### config.mk
export PLATFORM = sky130hd
export DESIGN_NAME = keypad_scanner_flat
export DESIGN_NICKNAME = d
export VERILOG_FILES = /design/src/rtl/keypad_pkg.sv /design/src/rtl/keypad_if.sv /design/src/rtl/scan_strobe.sv /design/src/rtl/keypad_scanner.sv /design/src/flat_wrapper.sv
export SDC_FILE = /design/constraint.sdc
export NUM_CORES = 1
export LEC_CHECK = 0
export CELL_PAD_IN_SITES_DETAIL_PLACEMENT = 1
export CELL_PAD_IN_SITES_GLOBAL_PLACEMENT = 2
export CORE_UTILIZATION = 25
export CTS_BUF_LIST = sky130_fd_sc_hd__clkbuf_16
export CTS_CLUSTER_DIAMETER = 60
export CTS_CLUSTER_SIZE = 14
export DETAILED_ROUTE_END_ITERATION = 10
export HOLD_SLACK_MARGIN = 0.15
export PLACE_DENSITY_LB_ADDON = 0.2
export SLEW_MARGIN = 20
export SYNTH_ARGS = -nofsm -noshare
export SYNTH_HDL_FRONTEND = slang
export SYNTH_SLANG_ARGS = --single-unit
export TNS_END_PERCENT = 1
### constraint.sdc
create_clock -name clk -period 20.5 [get_ports clk]
set_input_delay 3.075 -clock clk [delete_from_list [all_inputs] [get_ports clk]]
set_output_delay 3.075 -clock clk [all_outputs]
set_load 0.01 [all_outputs]
### src/rtl/keypad_pkg.sv
// Shared constants and helpers for the 4x4 keypad scanner.
// Key codes index a 16-bit snapshot where bit row*4+col is set for a pressed key.
package keypad_pkg;

  localparam int KP_ROWS   = 4;
  localparam int KP_COLS   = 4;
  localparam int KP_CODE_W = 4;

  localparam logic [KP_COLS-1:0] COL_IDLE = 4'b1110;

  typedef struct packed {
    logic                 valid;
    logic [KP_CODE_W-1:0] code;
  } key_hit_t;

  // valid only when exactly one bit is set; code is then that bit's index
  function automatic key_hit_t onehot16(input logic [KP_ROWS*KP_COLS-1:0] v);
    key_hit_t    h;
    int unsigned cnt;
    h.valid = 1'b0;
    h.code  = '0;
    cnt     = 0;
    for (int i = 0; i < KP_ROWS*KP_COLS; i++) begin
      if (v[i]) begin
        cnt    = cnt + 1;
        h.code = KP_CODE_W'(i);
      end
    end
    h.valid = (cnt == 1);
    return h;
  endfunction

endpackage

### src/rtl/keypad_if.sv
// Matrix and key-event signals of the keypad scanner.
// The scanner takes the master side; the matrix/consumer takes the slave side.
interface keypad_if;
  import keypad_pkg::*;

  logic [KP_ROWS-1:0]   row_in;
  logic [KP_COLS-1:0]   col_out;
  logic                 key_valid;
  logic [KP_CODE_W-1:0] key_code;
  logic                 key_down;

  modport master (input row_in, output col_out, key_valid, key_code, key_down);
  modport slave  (output row_in, input col_out, key_valid, key_code, key_down);
endinterface

### src/rtl/scan_strobe.sv
// One-cycle clock-enable generator: tick is high on every DIV-th clock.
// Used instead of a divided clock so everything stays on clk.
module scan_strobe #(
  parameter int DIV = 5000
) (
  input  logic clk,
  input  logic rst,
  output logic tick
);

  localparam int             CW   = (DIV > 1) ? $clog2(DIV) : 1;
  localparam logic [CW-1:0]  LAST = CW'(DIV - 1);

  logic [CW-1:0] cnt_q, cnt_d;

  always_comb begin
    cnt_d = (cnt_q == LAST) ? '0 : cnt_q + CW'(1);
  end

  assign tick = (cnt_q == LAST);

  always_ff @(posedge clk) begin
    if (rst) cnt_q <= '0;
    else     cnt_q <= cnt_d;
  end

endmodule

### src/rtl/keypad_scanner.sv
// 4x4 active-low keypad scanner: column sequencer, full-matrix snapshot,
// scan-level debounce and single-key event generation.
module keypad_scanner
  import keypad_pkg::*;
#(
  parameter int SCAN_DIV       = 5000,
  parameter int DEBOUNCE_SCANS = 4
) (
  input  logic     clk,
  input  logic     rst,
  keypad_if.master kp
);

  localparam int            KN         = KP_ROWS * KP_COLS;
  localparam int            SW         = $clog2(DEBOUNCE_SCANS + 1);
  localparam logic [SW-1:0] STABLE_MAX = SW'(DEBOUNCE_SCANS);

  logic tick;

  scan_strobe #(.DIV(SCAN_DIV)) u_strobe (
    .clk  (clk),
    .rst  (rst),
    .tick (tick)
  );

  logic [1:0]           col_idx_q, col_idx_d;
  logic [KN-1:0]        partial_q, partial_d;
  logic [KN-1:0]        prev_q, prev_d;
  logic [KN-1:0]        deb_q, deb_d;
  logic [SW-1:0]        stable_q, stable_d;
  logic                 accept_q, accept_d;
  logic                 key_valid_q, key_valid_d;
  logic [KP_CODE_W-1:0] key_code_q, key_code_d;
  logic                 key_down_q, key_down_d;

  logic [KN-1:0]        scan_new;
  key_hit_t             hit;

  always_comb begin
    col_idx_d   = col_idx_q;
    partial_d   = partial_q;
    prev_d      = prev_q;
    deb_d       = deb_q;
    stable_d    = stable_q;
    accept_d    = 1'b0;
    key_valid_d = 1'b0;
    key_code_d  = key_code_q;
    key_down_d  = key_down_q;

    // current column merged into the partial scan at bit row*4+col
    scan_new = partial_q;
    for (int r = 0; r < KP_ROWS; r++) begin
      scan_new[r*KP_COLS + int'(col_idx_q)] = ~kp.row_in[r];
    end

    if (tick) begin
      col_idx_d = col_idx_q + 2'd1;
      partial_d = scan_new;
      if (col_idx_q == 2'd3) begin
        prev_d = scan_new;
        if (scan_new == prev_q)
          stable_d = (stable_q == STABLE_MAX) ? stable_q : stable_q + SW'(1);
        else
          stable_d = SW'(1);
        accept_d = (stable_d == STABLE_MAX);
      end
    end

    // prev_q holds the just-completed scan; no tick can intervene since SCAN_DIV >= 2
    hit = onehot16(prev_q);
    if (accept_q) begin
      deb_d      = prev_q;
      key_down_d = hit.valid;
      if (hit.valid && (prev_q != deb_q)) begin
        key_valid_d = 1'b1;
        key_code_d  = hit.code;
      end
    end
  end

  always_ff @(posedge clk) begin
    if (rst) begin
      col_idx_q   <= '0;
      partial_q   <= '0;
      prev_q      <= '0;
      deb_q       <= '0;
      stable_q    <= '0;
      accept_q    <= 1'b0;
      key_valid_q <= 1'b0;
      key_code_q  <= '0;
      key_down_q  <= 1'b0;
    end else begin
      col_idx_q   <= col_idx_d;
      partial_q   <= partial_d;
      prev_q      <= prev_d;
      deb_q       <= deb_d;
      stable_q    <= stable_d;
      accept_q    <= accept_d;
      key_valid_q <= key_valid_d;
      key_code_q  <= key_code_d;
      key_down_q  <= key_down_d;
    end
  end

  assign kp.col_out   = ~(4'b0001 << col_idx_q);
  assign kp.key_valid = key_valid_q;
  assign kp.key_code  = key_code_q;
  assign kp.key_down  = key_down_q;

endmodule

### src/flat_wrapper.sv
// flat-port wrapper written by rule: the top's interface ports become plain ports
module keypad_scanner_flat import keypad_pkg::*;
#(
  parameter int SCAN_DIV       = 5000,
  parameter int DEBOUNCE_SCANS = 4
)
  (clk, rst, kp_row_in, kp_col_out, kp_key_valid, kp_key_code, kp_key_down);
  keypad_if kp_i ();
  input  logic clk;
  input  logic rst;
  input wire logic [$bits(kp_i.row_in)-1:0] kp_row_in;
  output wire logic [$bits(kp_i.col_out)-1:0] kp_col_out;
  output wire logic [$bits(kp_i.key_valid)-1:0] kp_key_valid;
  output wire logic [$bits(kp_i.key_code)-1:0] kp_key_code;
  output wire logic [$bits(kp_i.key_down)-1:0] kp_key_down;
  assign kp_i.row_in = kp_row_in;
  assign kp_col_out = kp_i.col_out;
  assign kp_key_valid = kp_i.key_valid;
  assign kp_key_code = kp_i.key_code;
  assign kp_key_down = kp_i.key_down;
  keypad_scanner #(.SCAN_DIV(SCAN_DIV), .DEBOUNCE_SCANS(DEBOUNCE_SCANS)) u_core (.clk(clk), .rst(rst), .kp(kp_i));
endmodule
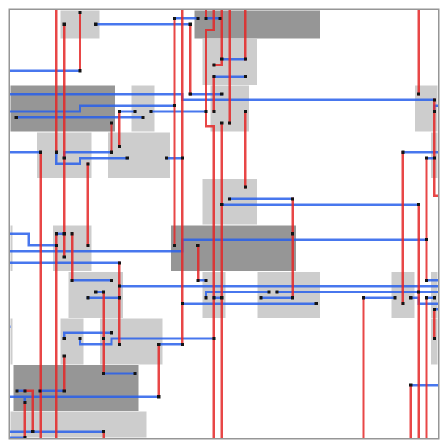
*A small window of the routed layout*
Window x 61 to 86, y 61 to 86 µm. Cells in grey, sequential cells in the stronger grey; small squares are vias.
| colour | layer |
|---|---|
| red | M2 |
| blue | M1 |
cells with their middle in the window: 19
netlist names of flops here include: u_core.deb_q (4)
sequential cells in the window: 4
most frequent: xnor2_1 (4), nor2_1 (4), dfxtp_1 (4)

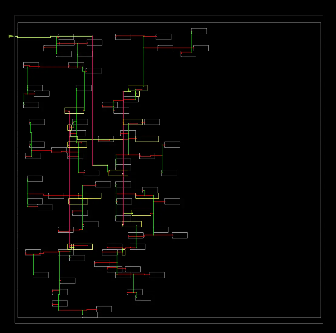
*Clock wiring as the flow saved it*
number of clock buffers in the layout: 9
clock sink count: 73
Late-Pin Clk Latency: 0.33 ns
CTS Buf Count: 9

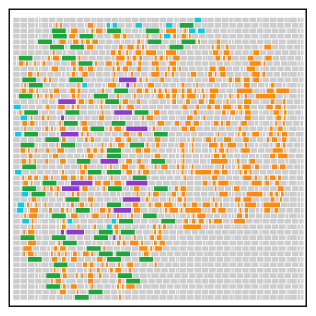
*Placement by cell class*
(2 px per µm) Fill, decap, tap and diode cells in grey.
| colour | class | cells |
|---|---|---|
| cyan | remaining buffers and delay cells | 20 |
| purple | clock drivers and dummy loads | 16 |
| orange | remaining logic cells | 540 |
| green | sequential cells | 73 |

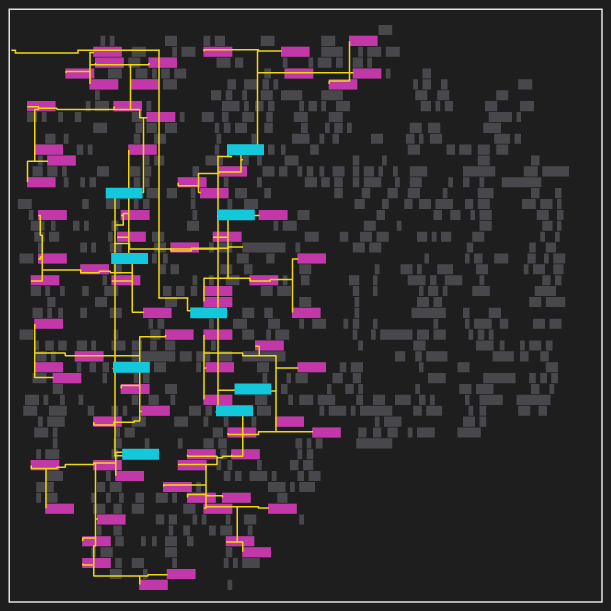
*Clock network drawn from the DEF*
(4 px per µm)
[magenta] flip-flops | count: 73
[cyan] clock-net drivers | count: 9
[yellow] clock wires | length: 1090 µm
routed clock nets: 10

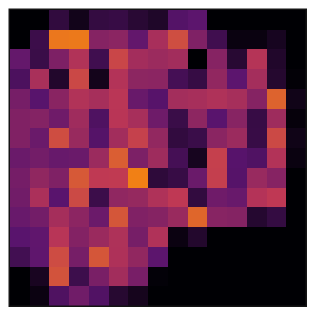
*Placement density heat map*
(2 px per µm) The die is cut into 15 by 15 equal tiles; black is low, pale yellow is high, 0 to 100% covered.
nearly empty tiles: 20%
mean over tiles: 26%
emptiest ninth of the die: bottom right
fullest tile: 71%

==> impl_report.txt <==
IMPLEMENTATION SUMMARY REPORT
----------------------------------------------------
[Clock tree]
  Max Buffers Root-to-Sink ........................ 2
  Hold buffer count at CTS ........................ 0
  Post_cts resized ........................ 0
  Root Driver ........................ clkbuf_16
  Total setup buffers inserted after CTS ........................ 0

[Final timing]
  Max-slew violation count ........................ 0
  Final count of negative-setup-slack endpoints ........................ 0
  Crit path setup slack, layout ........................ a little over 10 ns
  Final Hold Vio Count ........................ 0
  Clock skew ........................ roughly 0.006 ns

[Global route]
  Met1 GRT Util ........................ about a fifth
  Largest net degree at the start of global routing ........................ 60
  Most used routing layer ........................ met2

[Synthesis]
  Main kind of combinational logic by area ........................ simple AND/OR/NAND/NOR gates
  Most used DFF post-synth ........................ dfxtp_1
  Syn nets ........................ approximately 680
  Seq cells post-synth ........................ roughly 73
  Top cell type by instance count after synthesis ........................ nor2_1
  Yosys adder share ........................ around 5.4%
  Area fraction in compound gates after synthesis ........................ about 16%
  Share of synthesized area spent on multiplexers ........................ around 6.4%
  Number of flops mapped to enable cells by yosys ........................ 0
  Yosys stat area ........................ 5310 µm²
  Count of instantiated cells in the yosys netlist ........................ between 600 and 700
  Simple-gate share of the synthesized area ........................ 22.3%

[Final layout]
  Non-clock buffer area fraction after layout ........................ approximately 3%
  Share of post-route cells with drive strength above 1 ........................ 8.17%
  Clock-cell share ........................ under 10%
  Final instance area ........................ around 6000 µm²
  Antenna diode count ........................ 0
  Flop share of the area ........................ approximately a quarter
  FILL cells ........................ between 2000 and 2500

[Power]
  Group drawing the most power ........................ the clock network
  Power after layout ........................ between 0.0003 and 0.0004 W
  Combinational power share ........................ 2.2%
  Cell-internal power ........................ between 0.0002 and 0.0003 W

[Floorplanning]
  Vertical die size ........................ 148 µm

[Route]
  Amount of wire on met3 after detailed routing ........................ 109 µm
  Wire length the detailed router placed on met1 ........................ 7370 µm
  Ratio of routed vias to standard cells ........................ between 4 and 5
  Post-detailed-routing wire length ........................ around 14000 µm

[Setup path]
  Crit-path slowest cell ........................ dfxtp_1
  Crit. End Element ........................ flop
  Depth of the most critical reg-to-reg path ........................ roughly 48
  Worst flop-to-flop path startpoint ........................ u_core.prev_q[0]
  Critical Path Sink ........................ u_core.kp.key_code[1]
  Top fanout value on the critical path ........................ 7
  Kind of cell with the highest combined delay on the critical path ........................ adder cells

[Place]
  Dpl cell area ........................ between 5000 and 6000 µm²
  Cell count after placement ........................ ~900
  Final estimated routing congestion in global placement ........................ around 0.73

[Run status]
  Run status ........................ finished clean

[Worst hold path]
  Launch point of the worst hold path ........................ u_core.kp.key_code[3]

----------------------------------------------------
==> layout by cell type, fill, tap and decap left out, types with 6 or more instances in the layout <==
cell type | synthesis | final
nand2_1 | 58 | 58
clkdlybuf4s50_1 | 0 | 14
nor3_1 | 8 | 8
mux2i_1 | 27 | 27
xor2_1 | 16 | 16
xnor2_1 | 67 | 67
a21oi_1 | 32 | 32
a211oi_1 | 14 | 14
nand3_1 | 16 | 16
clkbuf_16 | 0 | 9
ha_1 | 22 | 22
a31oi_1 | 7 | 7
and2_1 | 6 | 6
inv_1 | 28 | 28
o21a_1 | 8 | 8
nor2_1 | 92 | 92
dfxtp_1 | 73 | 73
nor4_1 | 6 | 6
nand4_1 | 12 | 12
and3_1 | 8 | 8
o21ai_0 | 22 | 22
Power is estimated from default activity; no workload was simulated.
